**src/rtl/fetch_stage.sv**
```systemverilog
// fetch_stage: boots the PC from a reset vector, fetches one 16-bit word per
// cycle and pairs two-word instructions with their immediate word before they
// are handed to decode through the IF/ID register. State changes on the falling
// clock edge, so that opcode is already stable at the rising edge of the decode stage.
module fetch_stage #(
    parameter int                    ADDR_WIDTH = 20,
    parameter logic [ADDR_WIDTH-1:0] BOOT_ADDR  = '0,
    parameter logic [15:0]           NOP_WORD   = 16'h0000
) (
    input  logic                  clk,
    input  logic                  rst_n,
    output logic [ADDR_WIDTH-1:0] imem_addr,
    input  logic [15:0]           imem_data,
    input  logic                  stall,
    input  logic                  redirect,
    input  logic [ADDR_WIDTH-1:0] redirect_target,
    output logic [15:0]           ifid_instr,
    output logic [4:0]            opcode,
    output logic [15:0]           ifid_imm,
    output logic [ADDR_WIDTH-1:0] ifid_pc,
    output logic                  ifid_valid,
    output logic                  booting
);

    typedef enum logic [1:0] {
        S_BOOT  = 2'd0,
        S_FETCH = 2'd1,
        S_IMM   = 2'd2
    } state_t;

    state_t                r_state, w_state_nxt;
    logic [ADDR_WIDTH-1:0] r_pc, w_pc_nxt;
    logic [15:0]           r_instr, w_instr_nxt;
    logic [15:0]           r_imm, w_imm_nxt;
    logic [ADDR_WIDTH-1:0] r_ifpc, w_ifpc_nxt;
    logic                  r_valid, w_valid_nxt;
    logic [15:0]           r_pend_instr, w_pend_instr_nxt;
    logic [ADDR_WIDTH-1:0] r_pend_pc, w_pend_pc_nxt;
    // One extra bubble after a two-word instruction, so the decode stage's
    // post-immediate flush lands on a bubble instead of a real instruction.
    logic                  r_post_bub, w_post_bub_nxt;

    logic [ADDR_WIDTH-1:0] w_boot_vec;
    logic [ADDR_WIDTH-1:0] w_pc_inc;
    logic [4:0]            w_op;
    logic                  w_two_word;

    // The reset vector is zero-extended when the PC is wider than a memory word.
    if (ADDR_WIDTH > 16) begin : g_vec_ext
        assign w_boot_vec = {{(ADDR_WIDTH-16){1'b0}}, imem_data};
    end else begin : g_vec_trunc
        assign w_boot_vec = imem_data[ADDR_WIDTH-1:0];
    end

    // The PC wraps modulo 2^ADDR_WIDTH with no indication.
    assign w_pc_inc   = r_pc + {{(ADDR_WIDTH-1){1'b0}}, 1'b1};
    assign w_op       = imem_data[15:11];
    assign w_two_word = (w_op == 5'd14) || (w_op == 5'd30) || (w_op == 5'd31);

    assign imem_addr  = (r_state == S_BOOT) ? BOOT_ADDR : r_pc;
    assign booting    = (r_state == S_BOOT);
    assign ifid_instr = r_instr;
    assign opcode     = r_instr[15:11];
    assign ifid_imm   = r_imm;
    assign ifid_pc    = r_ifpc;
    assign ifid_valid = r_valid;

    // State register: all fetch state advances on the falling edge.
    always_ff @(negedge clk or negedge rst_n) begin
        if (!rst_n) begin
            r_state      <= S_BOOT;
            r_pc         <= BOOT_ADDR;
            r_instr      <= NOP_WORD;
            r_imm        <= '0;
            r_ifpc       <= '0;
            r_valid      <= 1'b0;
            r_pend_instr <= NOP_WORD;
            r_pend_pc    <= '0;
            r_post_bub   <= 1'b0;
        end else begin
            r_state      <= w_state_nxt;
            r_pc         <= w_pc_nxt;
            r_instr      <= w_instr_nxt;
            r_imm        <= w_imm_nxt;
            r_ifpc       <= w_ifpc_nxt;
            r_valid      <= w_valid_nxt;
            r_pend_instr <= w_pend_instr_nxt;
            r_pend_pc    <= w_pend_pc_nxt;
            r_post_bub   <= w_post_bub_nxt;
        end
    end

    // Next-state logic: redirect beats stall beats normal fetch; BOOT ignores both.
    always_comb begin
        w_state_nxt      = r_state;
        w_pc_nxt         = r_pc;
        w_instr_nxt      = r_instr;
        w_imm_nxt        = r_imm;
        w_ifpc_nxt       = r_ifpc;
        w_valid_nxt      = r_valid;
        w_pend_instr_nxt = r_pend_instr;
        w_pend_pc_nxt    = r_pend_pc;
        w_post_bub_nxt   = r_post_bub;
        case (r_state)
            S_BOOT: begin
                w_pc_nxt    = w_boot_vec;
                w_state_nxt = S_FETCH;
            end
            default: begin
                if (redirect) begin
                    // Flush: a half-fetched two-word instruction is dropped.
                    w_pc_nxt         = redirect_target;
                    w_instr_nxt      = NOP_WORD;
                    w_imm_nxt        = '0;
                    w_ifpc_nxt       = '0;
                    w_valid_nxt      = 1'b0;
                    w_pend_instr_nxt = NOP_WORD;
                    w_pend_pc_nxt    = '0;
                    w_post_bub_nxt   = 1'b0;
                    w_state_nxt      = S_FETCH;
                end else if (!stall) begin
                    if (r_state == S_IMM) begin
                        w_instr_nxt    = r_pend_instr;
                        w_imm_nxt      = imem_data;
                        w_ifpc_nxt     = r_pend_pc;
                        w_valid_nxt    = 1'b1;
                        w_pc_nxt       = w_pc_inc;
                        w_post_bub_nxt = 1'b1;
                        w_state_nxt    = S_FETCH;
                    end else if (r_post_bub) begin
                        // PC holds for the extra bubble cycle.
                        w_instr_nxt    = NOP_WORD;
                        w_imm_nxt      = '0;
                        w_ifpc_nxt     = '0;
                        w_valid_nxt    = 1'b0;
                        w_post_bub_nxt = 1'b0;
                    end else if (w_two_word) begin
                        w_instr_nxt      = NOP_WORD;
                        w_imm_nxt        = '0;
                        w_ifpc_nxt       = '0;
                        w_valid_nxt      = 1'b0;
                        w_pend_instr_nxt = imem_data;
                        w_pend_pc_nxt    = r_pc;
                        w_pc_nxt         = w_pc_inc;
                        w_state_nxt      = S_IMM;
                    end else begin
                        w_instr_nxt = imem_data;
                        w_imm_nxt   = '0;
                        w_ifpc_nxt  = r_pc;
                        w_valid_nxt = 1'b1;
                        w_pc_nxt    = w_pc_inc;
                    end
                end
            end
        endcase
    end

endmodule

```
**config.mk**
```make
export PLATFORM = sky130hd
export DESIGN_NAME = fetch_stage
export DESIGN_NICKNAME = d
export VERILOG_FILES = /design/src/rtl/fetch_stage.sv
export SDC_FILE = /design/constraint.sdc
export NUM_CORES = 1
export LEC_CHECK = 0
export ABC_AREA = 1
export CORE_MARGIN = 10
export CORE_UTILIZATION = 50
export CTS_BUF_LIST = sky130_fd_sc_hd__clkbuf_16
export CTS_CLUSTER_DIAMETER = 150
export CTS_CLUSTER_SIZE = 25
export DETAILED_ROUTE_END_ITERATION = 8
export PLACE_DENSITY = 0.84
export SLEW_MARGIN = 20
export SYNTH_ARGS = -nofsm -noshare
export SYNTH_HDL_FRONTEND = slang
export SYNTH_SLANG_ARGS = --single-unit
```
**constraint.sdc**
```tcl
create_clock -name clk -period 2.4 [get_ports clk]
set_clock_uncertainty 0.1 [all_clocks]
set_input_delay 0.36 -clock clk [delete_from_list [all_inputs] [get_ports clk]]
set_output_delay 0.36 -clock clk [all_outputs]
set_load 0.01 [all_outputs]
```
**Zoomed window**

Scale bar: 10 µm. Window x 76 to 116, y 12 to 52 µm. Cells in grey, sequential cells in the stronger grey; small squares are vias.
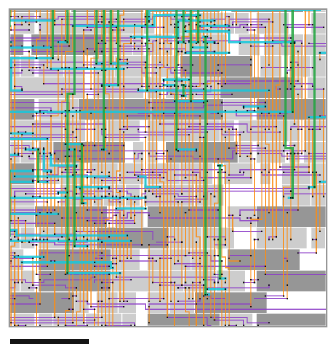
met1 -> purple
met3 -> cyan
met2 -> orange
met4 -> green
cells with their middle in the window = 133
sequential cells in the window = 20
netlist names of flops here include = ifid_instr (12), r_pend_instr (5), ifid_imm (2)
most frequent = dfrtn_1 (20), buf_4 (18)

**Routing congestion map**

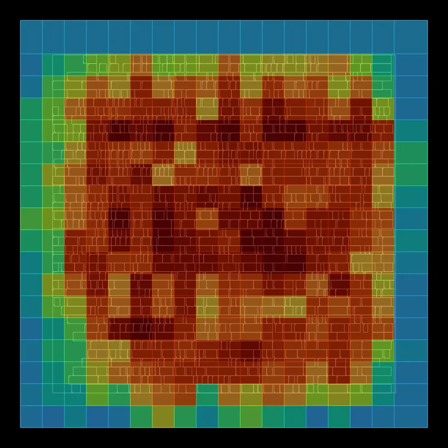
M2 GR Usage: 48.3%
GRT busiest layer: met2
met1 Track Usage GR: 35.9%
met3 Use GR: 6.91%
per-cell routed wire length: 26.4 µm

**Met1 routing**

Scale bar: 50 µm. Supply wires on this layer in grey.
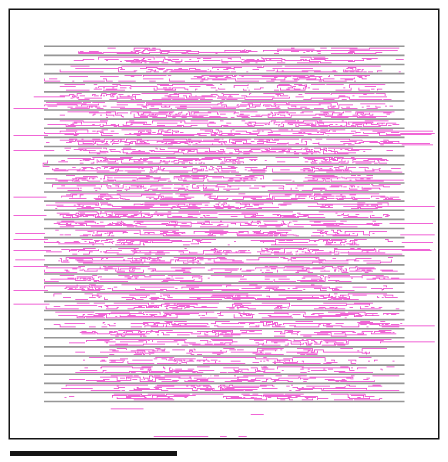
nets with wire on the layer = 990
main direction = horizontal
share of all routed wire = 33%
longest straight run = 41.9 µm
wire length on this layer = 10300 µm
wire length after detailed routing: 31.4 mm
total number of vias: 7805

**The metal 3 layer**

Scale bar: 50 µm. Cells faint in the background.
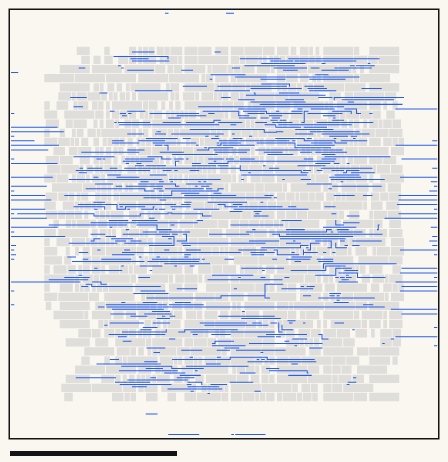
wire length on this layer = 4230 µm
nets with wire on the layer = 346
share of all routed wire = 13%
main direction = horizontal
longest straight run = 82.8 µm

**Selected gate families**

Scale bar: 50 µm.
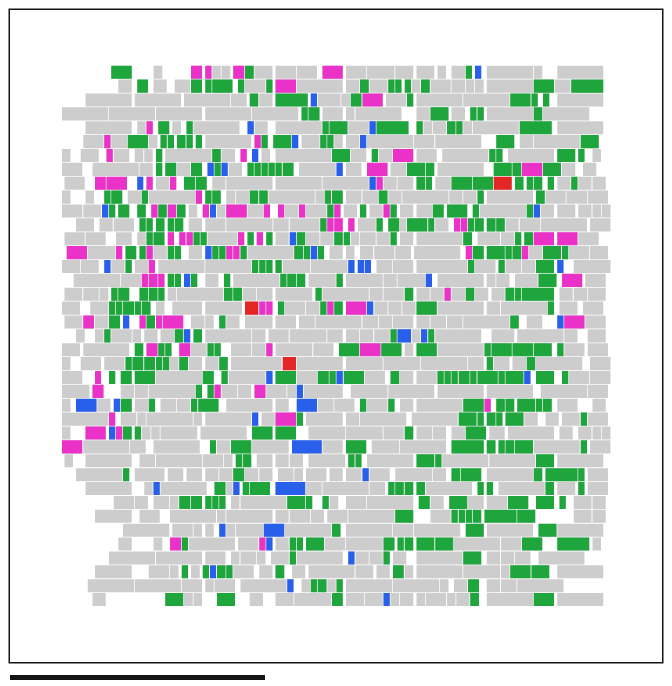
inverters -> blue  # cells 52, most used inv_1
AND-OR and OR-AND gates -> red  # cells 3
NOR gates -> magenta  # cells 79, most used nor2_1
NAND gates -> green  # cells 357, most used nand2_1
final cell count without fillers: 1188
most frequent logic cell in the layout: nand2_1

==> metrics.yaml <==
outcome:
  run_status: "finished with violations"
  violations: "negative setup slack"
layout:
  clk_share_pct: 2.90
  logic_area_mm2: 0.00345
  largest_class: "combinational gates"
setup_path:
  r2r_end: "r_state[0]"
  endpoint_kind: "primary output"
  critPathKind: "reg -> out"
  path_buffers: 3
  startpoint_type: "register"
placed_design:
  gp_congestion: 0.987
sta:
  setup_viol: 169
  relSlewSlack_pct: 61.7
  rsz0062_at_grt: "true"
  setup_ws_ns: -0.768
  final.setup.tns_ns: -33.12
cts:
  clk_latency_ns: 0.37
yosys:
  syn-cell-area_mm2: 0.00581
  synth_cell_types: 33
  syn_nets: 798
detailed_routing:
  wl_met1_mm: 10.3
  drtAntennaViolNets: 0
min_path:
  holdPathEnd: "r_pend_pc[16]"
floorplan:
  chipWidth_um: 128
-- state kept, by name (all words and copies together), names as in the netlist, 2 cells and up --
register      cells
ifid_pc          20
r_pc             20
r_pend_pc        20
ifid_imm         16
ifid_instr       16
r_pend_instr     16
r_state           2
-- kinds of logic (layout without fill, tap and decap cells) --
group	count (synthesis)	in the layout	share of synthesized area, %
adder cells (fa/ha/maj)	1	1	0.215
AND/OR/NAND/NOR	436	436	31.8
AND-OR/OR-AND	109	109	11.5
buffers and inverters	99	387	8.23
flip-flops	112	112	48.2
-- where the power goes --
group / switching [W] / internal (W) / total [W]
sequential: 0.000248 / 0.00218 / 0.00243
combinational: 0.00153 / 0.00130 / 0.00284
clock: 0.000798 / 0.000814 / 0.00161
total: 0.00258 / 0.00429 / 0.00687
Power figures rest on the tool's default switching activity, not on a simulated workload.
